Fig. 1: run 1, cell placement
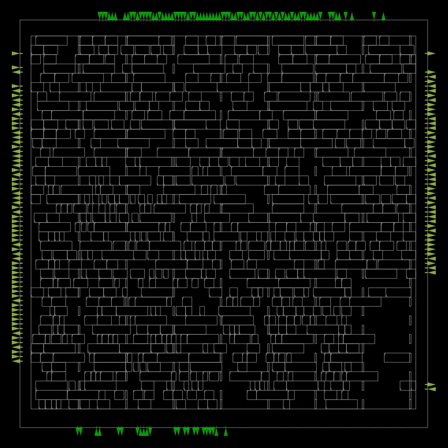
Fig. 2: run 1, signal wires on met3
Scale: 3 px per micron.
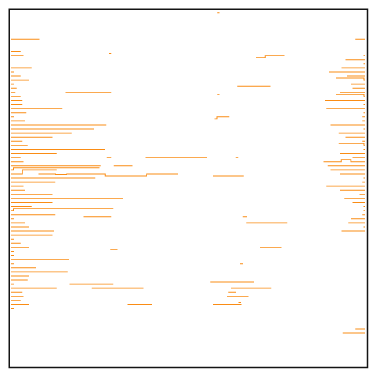
Fig. 3: run 1, met4 routing
Scale: 3 px per micron. Supply wires on this layer in grey.
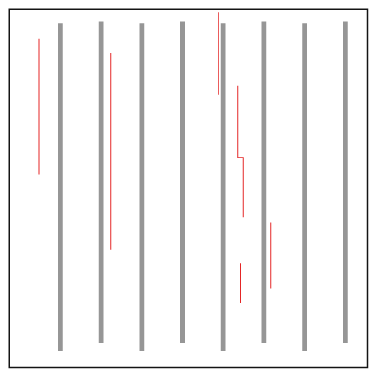
### src/rtl/lsu_bus_bridge.sv
// lsu_bus_bridge: runs core load/store requests as valid/ready bus transactions with stall, misalignment and timeout reporting
module lsu_bus_bridge #(
    parameter int TIMEOUT = 255,
    parameter int CW = 16
) (
    input  logic        clk,
    input  logic        reset,
    input  logic        cpu_req,
    input  logic        cpu_we,
    input  logic [1:0]  cpu_size,
    input  logic [31:0] cpu_addr,
    input  logic [31:0] cpu_wdata,
    output logic        cpu_stall,
    output logic        cpu_done,
    output logic        cpu_err,
    output logic [31:0] cpu_rdata,
    output logic        bus_valid,
    input  logic        bus_ready,
    output logic        bus_we,
    output logic [31:0] bus_addr,
    output logic [3:0]  bus_be,
    output logic [31:0] bus_wdata,
    input  logic        bus_rvalid,
    input  logic [31:0] bus_rdata,
    input  logic        bus_err
);
    typedef enum logic [1:0] {IDLE, REQ, WAIT, RESP} state_t;

    state_t        r_state;
    logic [CW-1:0] r_cnt;
    logic          r_err;
    logic          r_we;
    logic [31:0]   r_addr;
    logic [31:0]   r_wdata;
    logic [31:0]   r_rdata;
    logic [3:0]    r_be;
    logic          w_mis;
    logic          w_tmo;
    logic [3:0]    w_be;
    logic [31:0]   w_wdata;

    // alignment check, lane enables and replicated store data for the request in execute
    always_comb begin
        w_mis   = (cpu_size == 2'b11) | ((cpu_size == 2'b01) & cpu_addr[0]) | ((cpu_size == 2'b10) & (|cpu_addr[1:0]));
        w_be    = (cpu_size == 2'b00) ? 4'b0001 << cpu_addr[1:0] :
                  (cpu_size == 2'b01) ? 4'b0011 << cpu_addr[1:0] : 4'b1111;
        w_wdata = !cpu_we             ? 32'h0 :
                  (cpu_size == 2'b00) ? {4{cpu_wdata[7:0]}} :
                  (cpu_size == 2'b01) ? {2{cpu_wdata[15:0]}} : cpu_wdata;
        w_tmo   = r_cnt >= CW'(TIMEOUT - 1);
    end

    assign cpu_stall = reset & (((r_state == IDLE) & cpu_req) | (r_state == REQ) | (r_state == WAIT));
    assign cpu_done  = r_state == RESP;
    assign cpu_err   = (r_state == RESP) & r_err;
    assign cpu_rdata = r_rdata;
    assign bus_valid = r_state == REQ;
    assign bus_we    = r_we;
    assign bus_addr  = r_addr;
    assign bus_be    = r_be;
    assign bus_wdata = r_wdata;

    // transaction sequencer; a completing handshake in the last counted cycle beats the timeout
    always_ff @(posedge clk or negedge reset) begin
        if (!reset) begin
            r_state <= IDLE;
            r_cnt   <= '0;
            r_err   <= 1'b0;
            r_we    <= 1'b0;
            r_addr  <= 32'h0;
            r_wdata <= 32'h0;
            r_rdata <= 32'h0;
            r_be    <= 4'h0;
        end else begin
            case (r_state)
                IDLE: begin
                    if (cpu_req && w_mis) begin
                        r_err   <= 1'b1;
                        r_state <= RESP;
                    end else if (cpu_req) begin
                        r_addr  <= {cpu_addr[31:2], 2'b00};
                        r_we    <= cpu_we;
                        r_be    <= w_be;
                        r_wdata <= w_wdata;
                        r_cnt   <= '0;
                        r_err   <= 1'b0;
                        r_state <= REQ;
                    end
                end
                REQ: begin
                    r_cnt <= r_cnt + 1'b1;
                    if (bus_ready) begin
                        r_state <= WAIT;
                    end else if (w_tmo) begin
                        r_err   <= 1'b1;
                        r_state <= RESP;
                    end
                end
                WAIT: begin
                    r_cnt <= r_cnt + 1'b1;
                    if (bus_rvalid) begin
                        r_err   <= bus_err;
                        r_state <= RESP;
                        if (!r_we && !bus_err) r_rdata <= bus_rdata;
                    end else if (w_tmo) begin
                        r_err   <= 1'b1;
                        r_state <= RESP;
                    end
                end
                default: r_state <= IDLE;
            endcase
        end
    end
endmodule

### config.mk
export PLATFORM = sky130hd
export DESIGN_NAME = lsu_bus_bridge
export DESIGN_NICKNAME = d
export VERILOG_FILES = /design/src/rtl/lsu_bus_bridge.sv
export SDC_FILE = /design/constraint.sdc
export NUM_CORES = 1
export LEC_CHECK = 0
export ABC_AREA = 0
export CAP_MARGIN = 10
export CORE_MARGIN = 3
export CORE_UTILIZATION = 43
export DETAILED_ROUTE_END_ITERATION = 10
export PLACE_DENSITY_LB_ADDON = 0.05
export SYNTH_ARGS = -nofsm -noshare
export SYNTH_HDL_FRONTEND = slang
export SYNTH_SLANG_ARGS = --single-unit
### constraint.sdc
create_clock -name clk -period 2.8 [get_ports clk]
set_clock_uncertainty 0.1 [all_clocks]
set_input_delay 0.56 -clock clk [delete_from_list [all_inputs] [get_ports clk]]
set_output_delay 0.56 -clock clk [all_outputs]
set_load 0.1 [all_outputs]
==> results_dict.tcl, run 1 <==
# metrics dict for downstream scripts
set metrics [dict create \
    outcome "finished clean" \
    path_delay_family "flip-flops" \
    endpoint "cpu_stall" \
    seq_area_sq_um 2953 \
    grt_max_degree 119 \
    buffers 225 \
    use_met2 0.3627 \
    setup_tns_ps 0 \
    hpwl_mm 10.52 \
    grt_first_pass_wirelength_mm 23.83 \
    reg2reg_to "r_cnt[13]" \
    slowest_stage "dfrtp_1" \
    comb_area_share 0.2909 \
    core_sq_um 12210 \
    finalClockPeriodUsage 0.9006 \
    ys_sh_simple 0.1360 \
    num-fill-cells 1008 \
    ys_seq_elements 118 \
    num_rows 40 \
    ys_cells 501 \
    top_cells_by_area "dfrtp_1 54%, mux2_2 16%, nand2_1 6.5%" \
    hold_slack_ps 122.3 \
    io_buffer_count 207 \
    ys_chip_area_sq_um 5482 \
    drv_slew 0 \
    postSynthCellCount 501 \
    synth.most_common_cell "dfrtp_1" \
    largest_class "flip-flops and latches" \
    setup_viol 0 \
    use_met1 0.2456 \
    nonClkBufAreaFrac 0.2452 \
    drive_above_1_share 0.3269 \
    vias_per_cell 5.028 \
    drc 0 \
    clockNetworkAreaShare 0.07480 \
    logic_family "multiplexers" \
    mux_share 0.1860 \
    syn_area_sq_um 5482 \
    inverters 7 \
    aoi_share 0.08605 \
    critPathMaxStageDelay_ps 430 \
    grt_setup_unrepaired "no" \
    wl_met2_mm 7.461 \
    worstSkewPairLatency_ps 410 \
    die_x_microns 118.9 \
    holdBufCountCts 0 \
    ys_sh_adder 0.02283 \
    ys_seq_share 0.5387 \
    path_cells "inv_1 -> ha_1 -> a211oi_1 -> buf_4 -> nor2b_4 -> buf_12" \
    edf_count 0 \
    reg2reg_slack_ps 420 \
    cts_buffer_depth 2 \
    tightest_slew_ps 652.9 \
    crit_type "flop to output port" \
    rr_worst_depth 7 \
    yosys_warnings 0 \
    fin_nets 830 \
    met3_usage 0.08167 \
    die_h_microns 118.9 \
    crit_arrival_ps 1860 \
    worst_setup_path_end_kind "output port" \
    layout.cells.most_common "dfrtp_1" \
    antenna_found_initial 0 \
    antennaDiodeCount 0 \
    globalplace.congestion 0.7967 \
    wl_met1_mm 5.739 \
    crit_required_ps 2140 \
    top_layer "met4" \
    async_flop_share 1.000 \
    routed_wl_mm 14.53 \
    cts_max_level 4 \
    synth.distinct_cells 38 \
    hold_viol_final 0 \
    startpoint_type "flop" \
    lay_top_cells "118 x dfrtp_1, 117 x buf_4, 103 x clkdlybuf4s50_1" \
    seq_share 0.3603 \
    dr.first_iter.drc_count 178 \
    vias 4505 \
    ys.flop_type "dfrtp_1" \
    cts_made_buffers 17 \
    hold_class "primary input to async pin" \
    synthXorXnorAreaFrac 0 \
    crit_buf_inv 3 \
    cap_violations 0 \
    clock_sinks 118 \
    logic_area_sq_um 2385 \
    ctsResizeCount 0 \
    busiest_layer "met2" \
    ant_nets 0 \
    syn_to_final_growth_pct 49.53 \
    syn_avg_cell_area_sq_um 10.94 \
    nMultiInputCombCells 346 \
    cts_root_buf "clkbuf_16" \
    worst-path-stages 6 \
    grt_pass1_vias 4693 \
]
## Picture notes: Fig. 1
flip-flops: 118
Tapcells: 168
Util after Layout: 0.6712

## Picture notes: Fig. 2
nets with wire on the layer	122
longest straight run	37.0 microns
share of all routed wire	7.7%
main direction	horizontal
wire length on this layer	1110 microns

## Picture notes: Fig. 3
share of all routed wire	1.5%
longest straight run	65.3 microns
nets with wire on the layer	4
main direction	vertical

## run 1: per-stage QoR
step	util	worst slack [ps]	area, sq um	instances
6_report	0.6712	278.4	8197	896
5_1_grt	0.6712	145.6	8197	896
4_1_cts	0.6712	244.8	8197	896
3_5_place_dp	0.6210	84.45	7584	864
3_3_place_gp	0.6210	145.4	7584	864
2_1_floorplan	-	56.89	5495	502
## run 1: flip-flops by register name, summed over array words and instances (netlist names)
name,flops
r_cnt,16
cpu_rdata,32
bus_wdata,32
r_err,1
bus_we,1
bus_be,4
bus_addr,30
r_state,2
Fig. 4: run 1, met2 routing
Scale: 2 px per micron. Cells faint in the background.
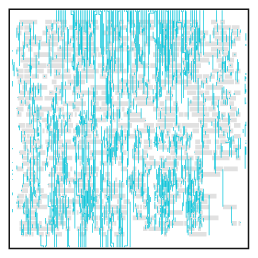

==> run 2: changes to the inputs <==
--- a/config.mk
+++ b/config.mk
@@ -10,6 +10,7 @@
 export CORE_MARGIN = 3
 export CORE_UTILIZATION = 43
 export DETAILED_ROUTE_END_ITERATION = 10
+export GPL_TIMING_DRIVEN = 0
 export PLACE_DENSITY_LB_ADDON = 0.05
 export SYNTH_ARGS = -nofsm -noshare
 export SYNTH_HDL_FRONTEND = slang
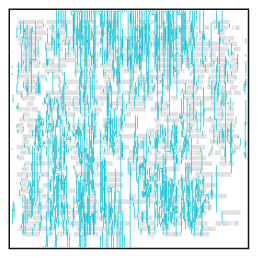
Fig. 5. Met2 routing (run 2).
Scale: 2 px per micron. Cells faint in the background.
longest straight run	53.0 microns
nets with wire on the layer	746
share of all routed wire	50%
wire length on this layer	7710 microns
main direction	vertical

==> results_dict.tcl, run 2 <==
# metrics dict for downstream scripts
set metrics [dict create \
    worstSkewPairLatency_ps 420 \
    synthXorXnorAreaFrac 0 \
    ys_seq_elements 118 \
    drc 0 \
    hold_class "primary input to async pin" \
    cts_root_buf "clkbuf_16" \
    placed_area_sq_um 7786 \
    hold_slack_ps 32.10 \
    use_met2 0.3726 \
    finalClockPeriodUsage 0.9556 \
    crit_type "flop to output port" \
    mux_share 0.1860 \
    stdcell_count 909 \
    cap_violations 0 \
    globalplace.congestion 0.8525 \
    hpwl_mm 11.48 \
    ys_chip_area_sq_um 5482 \
    crit_arrival_ps 2020 \
    ys_sh_simple 0.1360 \
    aoi_share 0.08605 \
    synth.most_common_cell "dfrtp_1" \
    wl_met1_mm 6.150 \
    grt_setup_unrepaired "no" \
    grt_max_degree 88 \
    pre_cts_ws_ps -553.6 \
    lay_top_cells "200 x clkdlybuf4s50_1, 118 x dfrtp_1, 95 x nand2_1" \
    tightest_slew_ps 1047 \
    path_delay_family "buffers and inverters" \
    crit_required_ps 2140 \
    antennaDiodeCount 0 \
    syn_area_sq_um 5482 \
    worst_setup_path_end_kind "output port" \
    die_h_microns 118.9 \
    fin_area_sq_um 8426 \
    cts_max_level 4 \
    rr_worst_depth 7 \
    outcome "finished clean" \
    antenna_found_initial 0 \
    syn_to_final_growth_pct 53.71 \
    path_cells "clkdlybuf4s50_1" \
    startpoint_type "flop" \
    drive_above_1_share 0.1687 \
    dp.cells 876 \
    core_sq_um 12210 \
    use_met1 0.2619 \
    postSynthCellCount 501 \
    slowest_stage "clkdlybuf4s50_1" \
    cts_made_buffers 17 \
    ant_nets 0 \
    hold_viol_final 0 \
    async_flop_share 1.000 \
    die_x_microns 118.9 \
    grt_pass1_vias 4754 \
    top_cells_by_area "dfrtp_1 54%, mux2_2 16%, nand2_1 6.5%" \
    dr.first_iter.drc_count 245 \
    ys_seq_share 0.5387 \
    routed_wl_mm 15.41 \
    setup_viol 0 \
    ys.flop_type "dfrtp_1" \
    edf_count 0 \
    synth.distinct_cells 38 \
    setup_tns_ps 0 \
    reg2reg_slack_ps 290 \
    cts_buffer_depth 2 \
    syn_avg_cell_area_sq_um 10.94 \
    reg2reg_to "r_cnt[0]" \
    busiest_layer "met2" \
    drv_slew 0 \
    yosys_warnings 0 \
    num_rows 40 \
    vias 4659 \
    clock_sinks 118 \
]
[run 2: cell counts after synthesis]
No cell type changed its count.
[run 2: layout make-up]
type | instances | area [sq um]
fillers | 987 | 3786
plain buffers | 31 | 137.6
clock inverters | 8 | 146.4
flip-flops and latches | 118 | 2953
well taps | 168 | 210.2
multi-input cells | 346 | 2380
repair buffers | 208 | 2095
clock buffers | 23 | 478.0
inverters | 7 | 26.28
[run 2: what timing repair did]
item	4_1_cts	5_1_grt
gates resized	6	8
hold buffers	2	0
setup endpoints to repair	4	32
endpoints found under the hold margin	32	0
[run 2: worst reg2reg max path, delay by kind of cell, from the launching register on]
family / cells / cell delay [ps]
buffers and inverters: 3 / 870
and+or+nand+nor: 1 / 320
DFF: 1 / 420
adders and majority gates: 1 / 300
AOI/OAI and AO/OA: 2 / 370
